$ cat config.mk
export PLATFORM = sky130hd
export DESIGN_NAME = mc_mips_ctrl
export DESIGN_NICKNAME = d
export VERILOG_FILES = /design/src/rtl/mc_mips_ctrl.sv
export SDC_FILE = /design/constraint.sdc
export NUM_CORES = 1
export LEC_CHECK = 0
export ABC_CLOCK_PERIOD_IN_PS = 1950
export CAP_MARGIN = 10
export CORE_ASPECT_RATIO = 2
export CORE_MARGIN = 8
export CORE_UTILIZATION = 44
export CTS_BUF_LIST = sky130_fd_sc_hd__clkbuf_8 sky130_fd_sc_hd__clkbuf_16
export CTS_CLUSTER_DIAMETER = 200
export DETAILED_ROUTE_END_ITERATION = 8
export PLACE_DENSITY = 0.9
export SYNTH_ARGS = -nofsm -noshare
export SYNTH_HDL_FRONTEND = slang
export SYNTH_SLANG_ARGS = --single-unit
$ cat constraint.sdc
create_clock -name clk -period 1.95 [get_ports clk]
set_clock_uncertainty 0.2 [all_clocks]
set_input_delay 0.2925 -clock clk [delete_from_list [all_inputs] [get_ports clk]]
set_output_delay 0.2925 -clock clk [all_outputs]
set_load 0.02 [all_outputs]
$ cat src/rtl/mc_mips_ctrl.sv
// Multi-cycle MIPS control unit: sequences fetch/decode/execute/memory/write-back
// over a shared req/ready memory port, with bus timeout and performance counters.
`timescale 1ns/1ps
module mc_mips_ctrl #(
  parameter int CNT_W       = 32,
  parameter int MEM_TIMEOUT = 16,
  parameter int TMO_W       = 5
) (
  input  logic             clk,
  input  logic             rst_mc,
  input  logic [31:0]      instr,
  input  logic             alu_zero,
  input  logic             mem_ready,
  input  logic             cnt_clr,
  output logic             mem_req,
  output logic             mem_we,
  output logic             iord,
  output logic             ir_write,
  output logic             pc_write,
  output logic [1:0]       pc_src,
  output logic             alu_src_a,
  output logic [1:0]       alu_src_b,
  output logic [1:0]       alu_op,
  output logic             reg_write,
  output logic             reg_dst,
  output logic             mem2reg,
  output logic             instr_retired,
  output logic             illegal,
  output logic             bus_err,
  output logic [3:0]       state,
  output logic [CNT_W-1:0] cycle_cnt,
  output logic [CNT_W-1:0] retired_cnt
);

  typedef enum logic [3:0] {
    S_FETCH    = 4'd0,
    S_DECODE   = 4'd1,
    S_MEM_ADDR = 4'd2,
    S_MEM_RD   = 4'd3,
    S_MEM_WR   = 4'd4,
    S_WB_MEM   = 4'd5,
    S_EXEC_R   = 4'd6,
    S_WB_R     = 4'd7,
    S_EXEC_I   = 4'd8,
    S_WB_I     = 4'd9,
    S_BRANCH   = 4'd10,
    S_JUMP     = 4'd11
  } state_e;

  localparam logic [5:0] OP_RTYPE = 6'h00;
  localparam logic [5:0] OP_J     = 6'h02;
  localparam logic [5:0] OP_BEQ   = 6'h04;
  localparam logic [5:0] OP_ORI   = 6'h0D;
  localparam logic [5:0] OP_LUI   = 6'h0F;
  localparam logic [5:0] OP_LW    = 6'h23;
  localparam logic [5:0] OP_SW    = 6'h2B;
  localparam logic [5:0] FN_ADDU  = 6'h21;
  localparam logic [5:0] FN_SUBU  = 6'h23;

  // The wait counter hits this value on the last tolerated cycle without ready.
  localparam logic [TMO_W-1:0] TMO_LAST =
    (MEM_TIMEOUT > 0) ? TMO_W'(MEM_TIMEOUT - 1) : '0;

  state_e           r_state;
  state_e           w_next;
  logic [TMO_W-1:0] r_wait;
  logic [5:0]       w_opcode;
  logic [5:0]       w_funct;
  logic             w_mem_state;
  logic             w_timeout;

  assign w_opcode    = instr[31:26];
  assign w_funct     = instr[5:0];
  assign w_mem_state = (r_state == S_FETCH) || (r_state == S_MEM_RD) ||
                       (r_state == S_MEM_WR);
  assign w_timeout   = (MEM_TIMEOUT > 0) && w_mem_state && !mem_ready &&
                       (r_wait == TMO_LAST);
  assign state       = r_state;

  // NOTE: sequential state uses non-blocking assignments so every register
  // samples pre-edge values regardless of block ordering.
  always_ff @(posedge clk or negedge rst_mc) begin
    if (!rst_mc) begin
      r_state <= S_FETCH;
    end else begin
      r_state <= w_next;
    end
  end

  always_ff @(posedge clk or negedge rst_mc) begin
    if (!rst_mc) begin
      r_wait <= '0;
    end else if ((MEM_TIMEOUT > 0) && w_mem_state && !mem_ready && !w_timeout) begin
      r_wait <= r_wait + 1'b1;
    end else begin
      r_wait <= '0;
    end
  end

  // NOTE: every output and the next state get a default before the case so
  // no path through the block leaves a value unassigned (no latches).
  always_comb begin
    w_next        = r_state;
    mem_req       = 1'b0;
    mem_we        = 1'b0;
    iord          = 1'b0;
    ir_write      = 1'b0;
    pc_write      = 1'b0;
    pc_src        = 2'b00;
    alu_src_a     = 1'b0;
    alu_src_b     = 2'b00;
    alu_op        = 2'b00;
    reg_write     = 1'b0;
    reg_dst       = 1'b0;
    mem2reg       = 1'b0;
    instr_retired = 1'b0;
    illegal       = 1'b0;
    bus_err       = 1'b0;
    // Outputs stay quiet while reset is held, even though FETCH would request.
    if (rst_mc) begin
      unique case (r_state)
        S_FETCH: begin
          mem_req   = 1'b1;
          alu_src_b = 2'b01;
          if (mem_ready) begin
            ir_write = 1'b1;
            pc_write = 1'b1;
            w_next   = S_DECODE;
          end else if (w_timeout) begin
            bus_err = 1'b1;
            w_next  = S_FETCH;
          end
        end
        S_DECODE: begin
          alu_src_b = 2'b11;
          unique case (w_opcode)
            OP_RTYPE: begin
              if (w_funct == FN_ADDU || w_funct == FN_SUBU) begin
                w_next = S_EXEC_R;
              end else begin
                illegal = 1'b1;
                w_next  = S_FETCH;
              end
            end
            OP_ORI, OP_LUI: w_next = S_EXEC_I;
            OP_LW, OP_SW:   w_next = S_MEM_ADDR;
            OP_BEQ:         w_next = S_BRANCH;
            OP_J:           w_next = S_JUMP;
            default: begin
              illegal = 1'b1;
              w_next  = S_FETCH;
            end
          endcase
        end
        S_MEM_ADDR: begin
          alu_src_a = 1'b1;
          alu_src_b = 2'b10;
          w_next    = (w_opcode == OP_LW) ? S_MEM_RD : S_MEM_WR;
        end
        S_MEM_RD: begin
          mem_req = 1'b1;
          iord    = 1'b1;
          if (mem_ready) begin
            w_next = S_WB_MEM;
          end else if (w_timeout) begin
            bus_err = 1'b1;
            w_next  = S_FETCH;
          end
        end
        S_MEM_WR: begin
          mem_req = 1'b1;
          mem_we  = 1'b1;
          iord    = 1'b1;
          if (mem_ready) begin
            instr_retired = 1'b1;
            w_next        = S_FETCH;
          end else if (w_timeout) begin
            bus_err = 1'b1;
            w_next  = S_FETCH;
          end
        end
        S_WB_MEM: begin
          reg_write     = 1'b1;
          mem2reg       = 1'b1;
          instr_retired = 1'b1;
          w_next        = S_FETCH;
        end
        S_EXEC_R: begin
          alu_src_a = 1'b1;
          alu_op    = (w_funct == FN_SUBU) ? 2'b01 : 2'b00;
          w_next    = S_WB_R;
        end
        S_WB_R: begin
          reg_write     = 1'b1;
          reg_dst       = 1'b1;
          instr_retired = 1'b1;
          w_next        = S_FETCH;
        end
        S_EXEC_I: begin
          alu_src_a = 1'b1;
          alu_src_b = 2'b10;
          alu_op    = (w_opcode == OP_LUI) ? 2'b11 : 2'b10;
          w_next    = S_WB_I;
        end
        S_WB_I: begin
          reg_write     = 1'b1;
          instr_retired = 1'b1;
          w_next        = S_FETCH;
        end
        S_BRANCH: begin
          alu_src_a     = 1'b1;
          alu_op        = 2'b01;
          pc_src        = 2'b01;
          pc_write      = alu_zero;
          instr_retired = 1'b1;
          w_next        = S_FETCH;
        end
        S_JUMP: begin
          pc_src        = 2'b10;
          pc_write      = 1'b1;
          instr_retired = 1'b1;
          w_next        = S_FETCH;
        end
        default: w_next = S_FETCH;
      endcase
    end
  end

  always_ff @(posedge clk or negedge rst_mc) begin
    if (!rst_mc) begin
      cycle_cnt   <= '0;
      retired_cnt <= '0;
    end else if (cnt_clr) begin
      cycle_cnt   <= '0;
      retired_cnt <= '0;
    end else begin
      cycle_cnt <= cycle_cnt + 1'b1;
      if (instr_retired) begin
        retired_cnt <= retired_cnt + 1'b1;
      end
    end
  end

endmodule

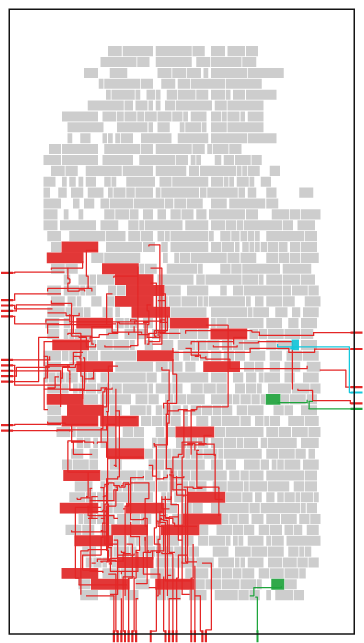
(run_1/port_nets.png)
Drawn at 4 px/um.
| colour | port | direction | edge | end cells | wire |
|---|---|---|---|---|---|
| cyan | `alu_zero` | input | right | 1 | 31.6 um |
| red | `retired_cnt` | output | 16 bottom, 12 left, 4 right | 32 | 2250 um |
| green | `alu_op` | output | 1 bottom, 1 right | 2 | 40.9 um |
I/O pin count: 123
I/O Buffers: 102

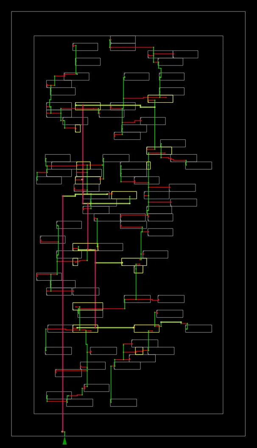
(run_1/final_clocks.png)
Clock Buffer Count: 10
CTS Buf Count: 9
clk pwr: 1.65 mW
CTS sink count: 73

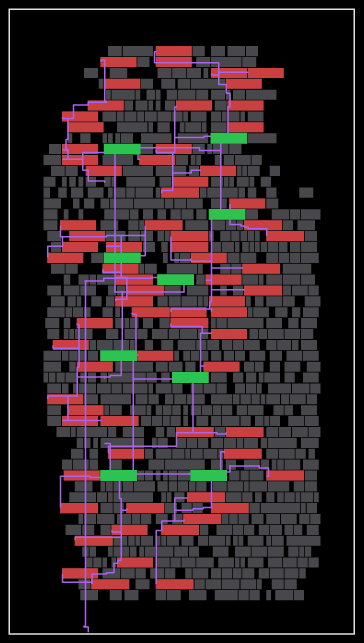
(run_1/clock_map.png)
Drawn at 4 px/um.
[green] cells driving clock nets | count: 9
[purple] clock wires | length: 973 um
[red] flip-flops | count: 73
routed clock nets: 10
Clk pwr share: 39.2%
clk_lat worst skew: 0.34 ns

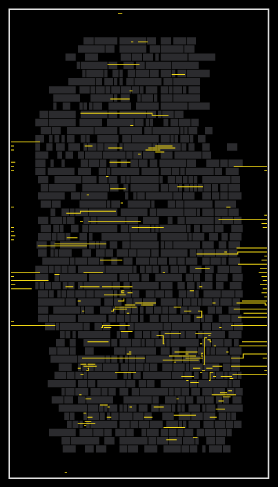
(run_1/met3.png)
Drawn at 3 px/um. Cells faint in the background.
wire length on this layer: 749 um
longest straight run: 23.7 um
met3 Use GR: 3.96%
aggregate routed wire length: 16400 um
vias: 4917

==> impl_metrics.yaml, run 1 <==
# flow metrics
global_route:
  grt_pass1_vias: 5148
  grt_usage_pct: 23.1
  met2_usage_pct: 42.6
  grt_max_degree: 49
  antenna_found_initial: 0
  met1_usage_pct: 23.1
  grt_pass1_wl_um: 24900
  grt.busiest_layer: "met2"
placed_design:
  preCtsSetupSlack_ns: -0.661
  hpwl_um: 10500
  place_area_um2: 6350
  placed_cells: 799
drt:
  top_layer: "met4"
  met3_wirelength_um: 749
  dr.pass1.iters: 5
  avgViaCountPerCell: 5.78
  postRouteAntennaNets: 0
  drc: 0
finish:
  buffers: 249
  logic_gates: 362
  antenna_cells: 0
  fillers: 547
  drive_gt1_share_pct: 44.0
  area_delta_synth_final_pct: 76.9
  seq_share_pct: 24.5
  inverters_excl_clock: 18
  stdcell_count: 850
  seqCellArea_um2: 1860
  sh_comb_area_pct: 38.7
  flops: 73
  final_area_um2: 7610
  final_cell_mix: "buf_4 (124), nor2_1 (53), dfrtp_1 (46)"
clocking:
  cts.htree.levels: 3
  cts_root_buf: "clkbuf_16"
  cts_tree: "yes"
  post_cts_buffers: 18
  clk_path_buf_depth: 2
  clkSlewWorstSetupHoldPaths_ns: 0.06
  cts_resized: 184
  holdBufCountCts: 5
timing:
  finalWorstSetupSlack_ns: -0.261
  relSlewSlack_pct: 63.0
  fin_tns_setup_ns: -6.07
  setup_viol: 62
  finalHoldViolations: 0
  max_slew.worst_pin.slew_ns: 0.555
  drv_slew: 0
run_status:
  status: "finished with violations"
  failed_checks: "setup timing"
pwr:
  swShare_pct: 28.6
  p_leak_nw: 3.65
  switchingPower_mw: 1.20
  ir_drop_v: 0.000481
  power_density_nw_per_um2: 554
  powerComb_mw: 0.966
  p_total_mw: 4.21
  power-top-group: "the clock network"
  pwr-share-comb_pct: 22.9
synth:
  adder_share_pct: 1.16
  synth_flop_count: 73
  ys_sh_mux_pct: 0
  logic_family: "simple AND/OR/NAND/NOR gates"
  ys_sh_aoi_pct: 11.3
  edf_count: 0
  async_flop_share_pct: 100
  avgSynthCellArea_um2: 9.05
  xor_share_pct: 9.98
  syn_area_um2: 4300
  synth-area-yosys_um2: 4300
  postSynthCellCount: 475
  ys_sh_simple_pct: 31.0
  ys_seq_share_pct: 42.5
  synth.distinct_cells: 56
  ys_warn_count: 0
critical_path:
  start_kind: "register"
  critPathCaptureType: "register"
  rr_endpoint: "retired_cnt[4]"
  cp.arrival_ns: 2.21
  critPathLaunch: "state[3]"
  timing.critical_path.to: "retired_cnt[4]"
  reg2regPathDepth: 9
  critical_path.max_fanout: 6
floorplan:
  die_w_um: 85.9
  fp_util_pct: 44.6
  die_h_um: 156
  rows: 51
  core-area_um2: 9640
  die_area_um2: 13400
min_path:
  hold_class: "in -> async"
flow_run:
  drv_cap: 0
[run 1: registers in the layout (all words and copies together) (netlist names)]
signal and cells:
retired_cnt 32, cycle_cnt 32, r_wait 5, state 4
[run 1: worst max-delay path, cell delays in order (launching register included)]
cell and delay, ns:
dfrtp_2 0.46, buf_6 0.16, and3b_1 0.18, a211o_1 0.27
buf_6 0.15, buf_6 0.12, buf_6 0.11, nand4_1 0.11
xor2_1 0.22, nor2_1 0.07
[run 1: Yosys cell counts, drive strengths merged, types with 11 or more instances]
master,count,area [um2]
dfrtp,73,1830
nor2,72,270
nand2,39,146
xnor2,28,245
nand4,25,190
a21oi,22,110
xor2,21,184
clkbuf,19,71.3
nand3,19,100
inv,18,67.6
o21ai,18,90.1
nor4,15,165
or3,12,75.1
nor3,11,60.1
--- run 2 (diff from run 1) ---
- CORE_MARGIN: 8 -> 5
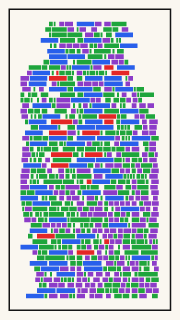
(run_2/cell_classes.png)
Drawn at 2 px/um.
| colour | class | cells | share of their area |
|---|---|---|---|
| blue | flip-flops | 73 | 24% |
| purple | other buffers and delay cells | 248 | 30% |
| red | clock drivers and dummy loads | 16 | 4.3% |
| green | all other logic | 382 | 41% |
CORE AREA: 9640 um2
Site Rows: 51
fin area: 7850 um2
sequential share of cell area: 23.8%

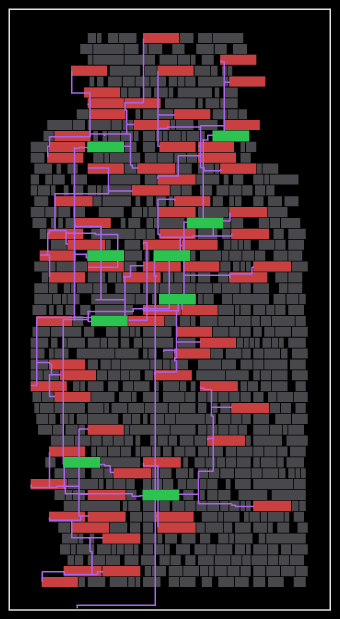
(run_2/clock_map.png)
Drawn at 4 px/um.
[purple] clock wires | length: 1050 um
[green] cells driving clock nets | count: 9
[red] flip-flops | count: 73
routed clock nets: 10
Clk pwr share: 40.6%
clk pwr: 1.84 mW

==> run 2 against run 1 <==
  * The flow still finishes with violations (setup timing)
  * Routed wire length increased by 20%
  * Cell count increased by 0.12%
  * Sequential power about the same
  * Power increased by 7.9%
  * Die size decreased by 11%
  * Core utilization increased by 2.5 points
  * Global-route usage increased by 4.3 points
  * Non-clock buffer count decreased by 1
  * Sequential share of layout area decreased by 0.70 points
  * Via count increased by 6.6%
  * Sequential cell count unchanged
  * Clock power increased by about 10%
  * Critical path type unchanged
  * Critical endpoint is now retired_cnt[29]
==> impl_metrics.yaml, run 2 <==
# flow metrics
pwr:
  pwr-share-comb_pct: 24.3
  ir_drop_v: 0.000660
  p_leak_nw: 3.73
  switchingPower_mw: 1.33
  power_density_nw_per_um2: 579
  p_total_mw: 4.54
drt:
  top_layer: "met4"
  met3_wirelength_um: 1230
  vias: 5241
  avgViaCountPerCell: 6.16
  drc: 0
synth:
  async_flop_share_pct: 100
  ys_seq_share_pct: 42.5
  area_leaders: "dfrtp_1 (42%), nor2_1 (6.3%), xnor2_1 (5.7%)"
  synth-area-yosys_um2: 4300
  syn_area_um2: 4300
  edf_count: 0
  synth_flop_count: 73
  netlist_top_cells_count: "dfrtp_1 (73), nor2_1 (72), nand2_1 (39)"
  synth.top_cell.area_share_pct: 42.5
  synth_top_cell_by_area: "dfrtp_1"
  postSynthCellCount: 475
  synth.most_common_cell: "dfrtp_1"
finish:
  area_delta_synth_final_pct: 82.5
  final_cell_mix: "buf_4 (120), nor2_1 (53), dfrtp_1 (43)"
  top_regs: "cycle_cnt x32, retired_cnt x32, r_wait x5"
  buffers: 248
  inverters_excl_clock: 18
  stdcell_count: 851
  seqCellArea_um2: 1860
  antenna_cells: 0
  fillers: 483
  nClkBuffers: 11
critical_path:
  cpMaxStageDelayCell: "or4_4"
  critPathCaptureType: "register"
  critical_path.max_fanout: 7
  start_kind: "register"
  path_cells: "buf_12 > xor2_2 > buf_4 > a31o_4 > nor2_4 > or4_4 > a21oi_2"
  rr_endpoint: "retired_cnt[29]"
  timing.critical_path.to: "retired_cnt[29]"
  reg2regPathDepth: 7
  critPathLaunch: "state[2]"
  cp.depth: 7
  cp_top_family: "simple AND/OR/NAND/NOR gates"
timing:
  finalHoldViolations: 0
  relSlewSlack_pct: 56.8
  drv_slew: 0
  finalWorstSetupSlack_ns: -0.303
  setup_viol: 71
placed_design:
  placed_cells: 794
  preCtsSetupSlack_ns: -0.617
  place_area_um2: 6350
  portBuffers: 102
  hpwl_um: 10300
floorplan:
  die_area_um2: 12000
  die_w_um: 79.9
  die_h_um: 150
global_route:
  grt_pass1_vias: 5178
  grt.busiest_layer: "met2"
  grt_usage_pct: 27.4
  antenna_found_initial: 0
  met2_usage_pct: 49.0
  grt_pass1_wl_um: 25600
  grt_use_met3_pct: 5.18
  grt_max_degree: 57
clocking:
  clock_latency_ns: 0.34
  cts_num_sinks: 73
  numCtsBuffers: 9
flow_run:
  drv_cap: 0
run_status:
  status: "finished with violations"
  failed_checks: "setup timing"
min_path:
  hold_class: "in -> reg"
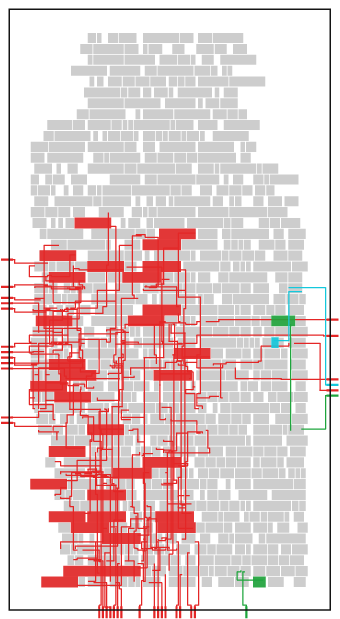
(run_2/port_nets.png)
Drawn at 4 px/um.
| colour | port | direction | edge | end cells | wire |
|---|---|---|---|---|---|
| red | `retired_cnt` | output | 16 bottom, 12 left, 4 right | 32 | 2680 um |
| green | `alu_op` | output | 1 bottom, 1 right | 2 | 61.6 um |
| cyan | `alu_zero` | input | right | 1 | 53.3 um |

run 2: cell count changes in the layout (fill, tap and decap cells not counted), sizes merged:
| cell | change |
|---|---|
| clkdlybuf4s50 | -2 |
| bufinv | +1 |
| dlymetal6s2s | +1 |
| clkbuf | +3 |
| dlygate4sd2 | -1 |
| clkinv | -3 |
| clkinvlp | +1 |
| or4 | +1 |
| nand4 | +1 |
| dlygate4sd3 | -1 |
run 2: kinds of logic after synthesis:
kind of cell,Yosys count,synth area share [%]
compound gates,74,11.3
xor+xnor,49,9.98
fa+ha+maj,4,1.16
buf+inv,40,4.04
flops,73,42.5
simple gates,235,31.0
run 2: repair_timing:
action	4_1_cts	5_1_grt
hold buffers	4	0
resized	180	139
hold endpoints to repair	13	0
endpoints found under the setup margin	83	93
cloned	2	0
pin swaps	42	65
setup buffers	16	21
--- run 3 (diff from run 2) ---
- CORE_MARGIN: 5 -> 2
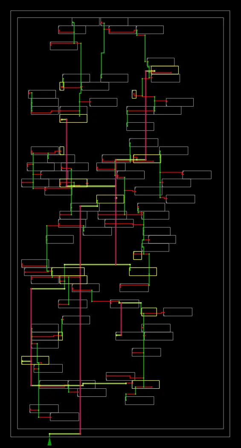
(run_3/final_clocks.png)
clk pwr: 1.65 mW
clk_lat worst skew: 0.35 ns

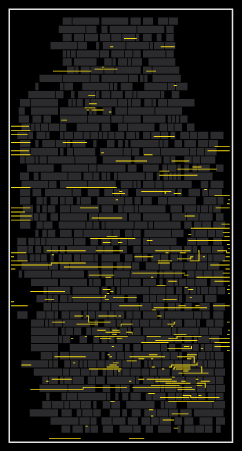
(run_3/met3.png)
Drawn at 3 px/um. Cells faint in the background.
wire length on this layer: 994 um
nets with wire on the layer: 139
vias: 5045
aggregate routed wire length: 17600 um
met3 Use GR: 5.19%

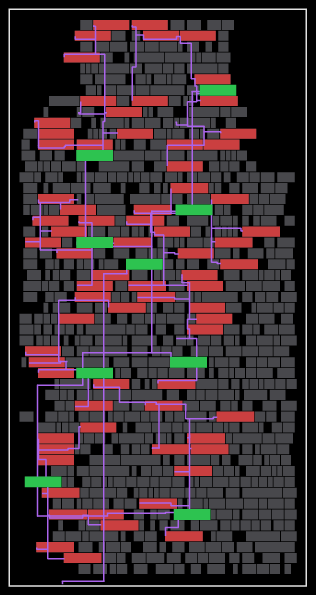
(run_3/clock_map.png)
Drawn at 4 px/um.
[green] cells driving clock nets | count: 9
[red] flip-flops | count: 73
[purple] clock wires | length: 1030 um
routed clock nets: 10
Clk pwr share: 38.6%

==> run 3 against run 2 <==
  * Critical endpoint is now cycle_cnt[22]
  * Power decreased by 6.0%
  * Worst setup slack better by 0.0025 ns
  * The run still ends with setup timing left
  * Non-clock buffer count down 3
  * Synthesized cell count did not move
  * Clock-buffer cell count is 1 lower
  * Global-route usage rose by 1.1 points
  * Largest power group unchanged
  * Design area decreased by 3.3%
  * Fmax increased by 0.11%
  * Clock power fell by about 10%
  * Cell count down 0.47%
==> impl_metrics.yaml, run 3 <==
# flow metrics
floorplan:
  core-area_um2: 9640
  rows: 51
  pin_count: 123
  die_w_um: 73.9
  die_h_um: 144
global_route:
  met2_usage_pct: 52.1
synth:
  synth_flop_count: 73
  synth.top_cell.area_share_pct: 42.5
  synth-area-yosys_um2: 4300
  ys_sh_simple_pct: 31.0
  logic_family: "simple AND/OR/NAND/NOR gates"
  netlist_top_cells_count: "dfrtp_1 (73), nor2_1 (72), nand2_1 (39)"
  postSynthCellCount: 475
  syn_area_um2: 4300
  area_leaders: "dfrtp_1 (42%), nor2_1 (6.3%), xnor2_1 (5.7%)"
  async_flop_share_pct: 100
placed_design:
  portBuffers: 102
  hpwl_um: 9840
  placed_cells: 790
  place_area_um2: 6300
  preCtsSetupSlack_ns: -0.730
clocking:
  post_cts_buffers: 14
  cts_tree: "yes"
  clkSlewWorstSetupHoldPaths_ns: 0.06
  cts_num_sinks: 73
timing:
  setup_viol: 68
  finalWorstSetupSlack_ns: -0.300
run_status:
  failed_checks: "setup timing"
  status: "finished with violations"
finish:
  stdcell_count: 847
  final_area_um2: 7590
  final_cell_mix: "buf_4 (125), nor2_1 (53), dfrtp_1 (45)"
  area_delta_synth_final_pct: 76.5
min_path:
  hold_class: "in -> async"
flow_run:
  drv_cap: 0
drt:
  dr.pass1.iters: 4
  top_layer: "met4"
  postRouteAntennaNets: 0
  drc: 0
  met3_wirelength_um: 993
critical_path:
  critical_path.max_fanout: 7
  rr_endpoint: "cycle_cnt[22]"
  timing.critical_path.to: "cycle_cnt[22]"
  cp.arrival_ns: 2.25
  critPathCaptureType: "register"
pwr:
  p_leak_nw: 3.61
  power_density_nw_per_um2: 562
  ir_drop_v: 0.000793
run 3: layout make-up:
class / count / area, um2 / area share, %
Multi-Input combinational cell: 363 / 2980 / 39.2
Timing Repair Buffer: 245 / 2220 / 29.3
Sequential cell: 73 / 1860 / 24.5
Clock buffer: 10 / 239 / 3.15
Tap cell: 132 / 165 / 2.18
Inverter: 18 / 72.6 / 0.956
Clock inverter: 6 / 52.6 / 0.692
run 3: critical path, stage by stage (launching register included):
cell and delay (ns):
dfrtp_2 0.35, nand4_1 0.13, buf_4 0.16, or4_4 0.60
nor4b_4 0.31, xnor2_1 0.23, nor2_1 0.11
run 3: report_power, final:
part           switching (mW)  internal, mW
Clock                   0.639          1.01
Combinational           0.590         0.444
Sequential             0.0438          1.55
Power figures rest on the tool's default switching activity, not on a simulated workload.
